Design robot_actuator_sequencer, sky130hd; sources not shown.
==> run_1/power_grid.png <==
Pins as bars on the die edge.
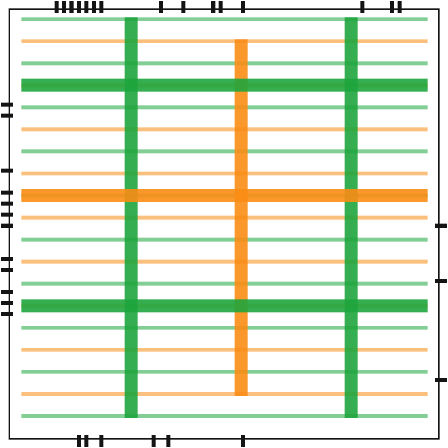
| color | net |
|---|---|
| orange | VDD |
| green | VSS |
rows: 18
met1 rails: 19
met5 straps: 3
met4 straps: 3
signal pins: 36
peak supply drop: 1030 uV
Die Y: 52.8 um
floorplan core area: 2450 sq um
overall die width: 52.8 um

==> run_1/clocks.png <==
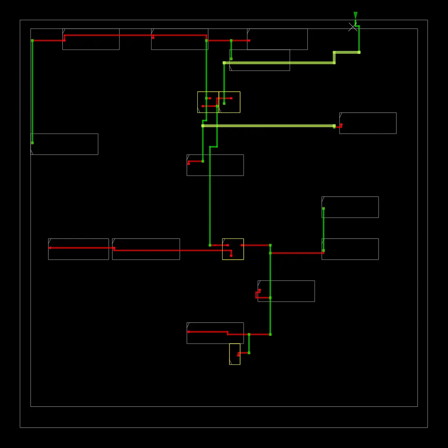
worst clock skew on the final layout: 0.00334 ns
number of CTS-inserted buffers: 3

==> run_1/placement_by_type.png <==
Scale bar: 20 um. Fill, decap, tap and diode cells in gray.
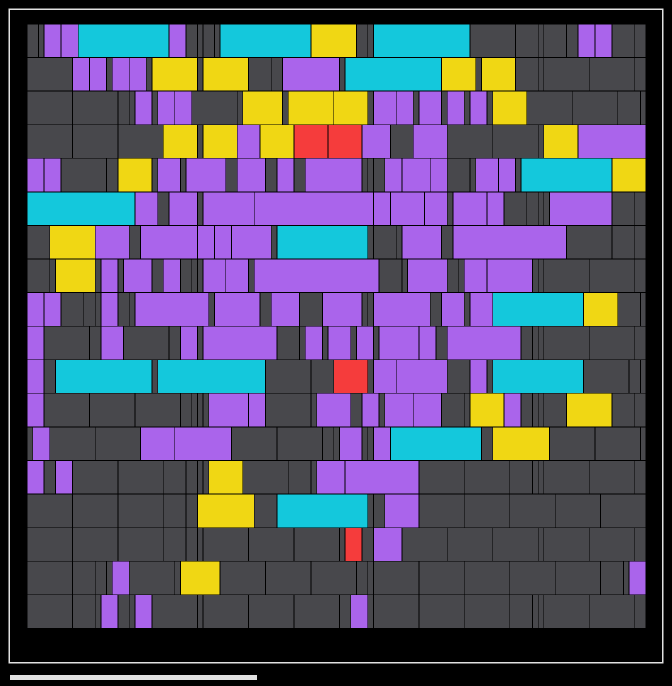
| color | class | cells | share of their area |
|---|---|---|---|
| yellow | remaining buffers and delay cells | 24 | 17% |
| red | clock drivers and dummy loads | 4 | 2.1% |
| purple | combinational and other logic | 108 | 59% |
| cyan | sequential cells | 13 | 22% |
std cell rows: 18
Layout Utilization: 51.6%
area of all placed cells without fillers: 1270 sq um
share of the final layout cell area in sequential cells: 21.4%

==> run notes, run 1 <==
flow finished, numbers: status=complete, but fails checks, failing checks=design-rule violations, first-pass GRT wire length=3330 um, post-CTS setup repair buffer count=0, number of diodes added for antenna fixing=0, area reported by Yosys stat=1060 sq um, number of ports placed on the die boundary=36, Pre-Repair DR Iteration Count=6, portion of the post-synthesis area used by sequential elements=24.6%, ratio of total power to cell area=1750 nW/um^2, Post-CTS Hold Buffers=0, number of pins exceeding their max-slew limit in the final report=0, final-layout clock buffer total=4, combinational family with the most area after synthesis=AND-OR/OR-AND gates, sum of routed wire length over all layers=2140 um, number of warnings reported in the yosys synthesis log=0, total power=0.00222 W, register-to-register path setup slack=0.06 ns, highest signal layer in the routed design=met3, number of flip-flops under the largest register name=8, largest cells by area after synthesis=dfxtp_1 (25%), buf_4 (17%), nor2_1 (4.3%), Comb area=699 sq um, combinational share of cell area=55.2%, switching part of the total=45.9%, leakage power summed over all cells=0.591 nW, combinational gate count=102, dominant logic cell types in the final layout=conb_1 (24), buf_4 (13), nor2_1 (12), nand2_1 (8), dfxtp_1 (8), overflow left after global routing=0, portion of the layout cell area used by non-clock buffers=16.5%, DRT met1 WL=1010 um, wire length per cell after detailed routing=12.0 um, total sequential power=0.000493 W, final critical delay including setup and external delays=1.81 ns, non-clock buffer count in the final layout=24, path type of the worst min-delay path=flip-flop to flip-flop, initial antenna violation count=0, Detail Route met3 WL=93 um, clock slew at reported path FFs=0.09 ns, number of nets still failing antenna checks after routing=0, Async SR Flop Fraction=0%, Top Usage Layer GRT=met2, critical-path maximum fanout=4, TritonCTS sink count=13, EDFF count, synth=0, top cell class by occupied area=multi-input combinational cells, Power Combinational=0.00155 W, number of failing hold endpoints at the final stage=0, routed vias/inst=4.92, cell area after synthesis=1060 sq um, footprint of the flip-flops and latches=272 sq um, met1 Track Usage GR=20.9%, GP Congestion=0.919, Tap Cells=30, area share of fa/ha/maj cells after synthesis=2.36%, unrepaired setup endpoints after global routing=true, number of cells after detailed placement=175, most frequently used cell type in the post-synthesis netlist=buf_4, vias post-DR=881, cell family contributing the most delay on the critical path=simple AND/OR/NAND/NOR gates, fraction of the mapped netlist area in compound gates=25.2%, number of cells in Yosys stat=126, number of max-cap violations=0, simple logic cell fraction of the synthesized area=23.8%, count of final setup violators=0, Pre-Place Util=43.1%, most area-hungry cell type in the Yosys netlist=dfxtp_1, fraction of final layout cells sized beyond drive strength 1=28.9%, met2 wire length=1050 um, flip-flop cell with the highest count after synthesis=dfxtp_1, Cell variety after synth=45, WP data required=2.04 ns, Final Non-Filler Cells=179, Int Power=0.00120 W, startpoint kind of the worst setup timing path=flip-flop, post-detailed-placement half-perimeter wirelength=1650 um, number of global-route vias before repair=759, CTS Buffer Depth=2, GRT met2 Usage=27.4%, pre-CTS setup slack=-0.170 ns, worst hold slack across all endpoints=0.493 ns, max frequency=551 MHz, portion of the clock cycle consumed by the worst path in the final layout=97.0%, number of nets in the layout=157, quantity of gates resized following cts=11, I/O Buffers=11, buffers plus inverters on the worst setup path=1, met3 Track Usage GR=2.61%, stage delay of the slowest cell on the critical path=0.50 ns, Clk Latency, worst-skew pair=0.28 ns, Commonest Layout Cell=conb_1, total of flip-flops plus latches after synthesis=13, DRC violation count after routing=1, Gate power share=69.7%, CTS HTree Levels=1, sequential power share=22.2%, placement-stage cell area=1180 sq um, Tool Warnings=28, GRT Total Usage=16.1%, total number of sequential cells=13, proportion of cell area spent on the clock network=2.08%, highest-delay cell along the critical path=or4b_4, endpoint class of the critical path=flip-flop, crit path DAT=1.99 ns, Area Growth Syn to Fin=19.6%, Clock Tree Root=clkbuf_4, final setup slack of the worst path=0.0560 ns, R2R depth=7, Crit Path Category=flip-flop to flip-flop, logic depth of the worst path, buffers included=7, share of Yosys cell area claimed by the top area cell type=24.6%, worst hold path stage count=2, clock network fraction of total power=8.1%, Signal inverters=6, TritonCTS clock tree=built, area fraction in mux cells=0%, post-synthesis cell count=126, iteration-0 DRC count of the detailed router=25, chip footprint=2790 sq um, ordered cell list for the critical path=inv_2 > ha_4 > or4b_4 > o21ai_4 > and2_4 > o21ai_2 > a32o_1, XOR/XNOR Area Share=1.65%, sum of negative setup slack=0 ns, Clock group=0.000180 W, largest net degree at the start of global routing=13, FILL cells=234, top power consumer group=combinational cells, leading post-synthesis cells by instance count=buf_4 (24), dfxtp_1 (13), nor2_1 (12), net load switching power=0.00102 W, post-synthesis average cell area=8.40 sq um
--- run 2 (diff from run 1) ---
GPL_ROUTABILITY_DRIVEN = 0   (was not set)
==> run_2/flops_by_reg.png <==
Other sequential cells in the stronger gray, the rest of the logic in the fainter gray.
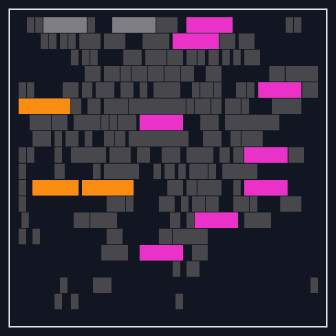
| color | name in the netlist | sequential cells |
|---|---|---|
| orange | state_q | 3 |
| magenta | timer_q | 8 |
not colored: 2
total sequential power: 0.000493 W
footprint of the flip-flops and latches: 272 sq um

==> run_2/clocks.png <==
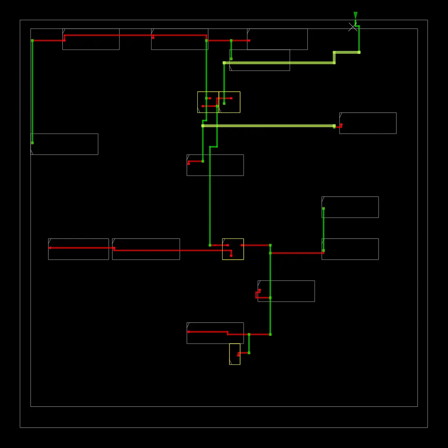
Clock group: 0.000180 W
total number of sequential cells: 13
Clk Latency, worst-skew pair: 0.28 ns
final-layout clock buffer total: 4

==> run 2 against run 1 <==
- the run still ends with design-rule violations left
- clock skew did not move
- routed wire length stayed put
- critical path depth did not move
- non-clock buffer count unchanged
- hold slack did not move
- maximum frequency is the same
- via count did not move
- register-to-register slack barely moved
- synthesized cell count unchanged
- worst setup slack unchanged
- cell area did not move
==> run notes, run 2 <==
flow finished, numbers: status=complete, but fails checks, failing checks=design-rule violations, wire length per cell after detailed routing=12.0 um (unchanged), final setup slack of the worst path=0.0560 ns (unchanged), quantity of gates resized following cts=11 (unchanged), Gate power share=69.7% (about the same), fraction of final layout cells sized beyond drive strength 1=28.9% (unchanged), top cell class by occupied area=multi-input combinational cells, Die Y=52.8 um (unchanged), Top Usage Layer GRT=met2, combinational family with the most area after synthesis=AND-OR/OR-AND gates, number of global-route vias before repair=759 (unchanged), Pre-Place Util=43.1% (unchanged), stage delay of the slowest cell on the critical path=0.50 ns (about the same), first-pass GRT wire length=3330 um (unchanged), combinational share of cell area=55.2% (unchanged), largest cells by area after synthesis=dfxtp_1 (25%), buf_4 (17%), nor2_1 (4.3%), logic depth of the worst path, buffers included=7 (unchanged), proportion of cell area spent on the clock network=2.08% (unchanged), number of CTS-inserted buffers=3 (unchanged), FILL cells=234 (unchanged), met2 wire length=1050 um (unchanged), ratio of total power to cell area=1750 nW/um^2 (unchanged), Tap Cells=30 (unchanged), area of all placed cells without fillers=1270 sq um (unchanged), most area-hungry cell type in the Yosys netlist=dfxtp_1, met1 Track Usage GR=20.9% (unchanged), Layout Utilization=51.6% (unchanged), Crit Path Category=flip-flop to flip-flop, Comb area=699 sq um (unchanged), number of nets still failing antenna checks after routing=0 (unchanged), dominant logic cell types in the final layout=conb_1 (24), buf_4 (13), nor2_1 (12), nand2_1 (8), dfxtp_1 (8), chip footprint=2790 sq um (unchanged), DRC violation count after routing=1 (unchanged), R2R depth=7 (unchanged), number of failing hold endpoints at the final stage=0 (unchanged), Tool Warnings=28 (unchanged), area fraction in mux cells=0% (unchanged), overall die width=52.8 um (unchanged), routed vias/inst=4.92 (unchanged), initial antenna violation count=0 (unchanged), top power consumer group=combinational cells, number of max-cap violations=0 (unchanged), net load switching power=0.00102 W (unchanged), largest net degree at the start of global routing=13 (unchanged), highest-delay cell along the critical path=or4b_4, met3 Track Usage GR=2.61% (unchanged), highest signal layer in the routed design=met3, overflow left after global routing=0 (unchanged), worst clock skew on the final layout=0.00334 ns (unchanged), cell family contributing the most delay on the critical path=simple AND/OR/NAND/NOR gates, post-detailed-placement half-perimeter wirelength=1650 um (unchanged), combinational gate count=102 (unchanged), startpoint kind of the worst setup timing path=flip-flop, total of flip-flops plus latches after synthesis=13 (unchanged), Int Power=0.00120 W (unchanged), placement-stage cell area=1180 sq um (unchanged), number of flip-flops under the largest register name=8 (unchanged), GRT met2 Usage=27.4% (unchanged), simple logic cell fraction of the synthesized area=23.8% (unchanged), std cell rows=18 (unchanged), count of final setup violators=0 (unchanged), most frequently used cell type in the post-synthesis netlist=buf_4, portion of the layout cell area used by non-clock buffers=16.5% (unchanged), fraction of the mapped netlist area in compound gates=25.2% (unchanged), pre-CTS setup slack=-0.170 ns (unchanged), area share of fa/ha/maj cells after synthesis=2.36% (unchanged), clock slew at reported path FFs=0.09 ns (about the same), endpoint class of the critical path=flip-flop, unrepaired setup endpoints after global routing=true, DRT met1 WL=1010 um (unchanged), share of Yosys cell area claimed by the top area cell type=24.6% (unchanged), clock network fraction of total power=8.1% (about the same), portion of the clock cycle consumed by the worst path in the final layout=97.0% (unchanged), worst hold path stage count=2 (unchanged), vias post-DR=881 (unchanged), area reported by Yosys stat=1060 sq um (unchanged), Signal inverters=6 (unchanged), ordered cell list for the critical path=inv_2 > ha_4 > or4b_4 > o21ai_4 > and2_4 > o21ai_2 > a32o_1, post-synthesis cell count=126 (unchanged), sequential power share=22.2% (about the same), switching part of the total=45.9% (unchanged), number of nets in the layout=157 (unchanged), worst hold slack across all endpoints=0.493 ns (unchanged), Detail Route met3 WL=93 um (unchanged), final critical delay including setup and external delays=1.81 ns (unchanged), post-CTS setup repair buffer count=0 (unchanged), Final Non-Filler Cells=179 (unchanged), number of warnings reported in the yosys synthesis log=0 (unchanged), Pre-Repair DR Iteration Count=6 (unchanged), critical-path maximum fanout=4 (unchanged), GRT Total Usage=16.1% (unchanged), Clock Tree Root=clkbuf_4, register-to-register path setup slack=0.06 ns (about the same), share of the final layout cell area in sequential cells=21.4% (unchanged), post-synthesis average cell area=8.40 sq um (unchanged)
No activity file was given, so power comes from the tool's default toggle rates.
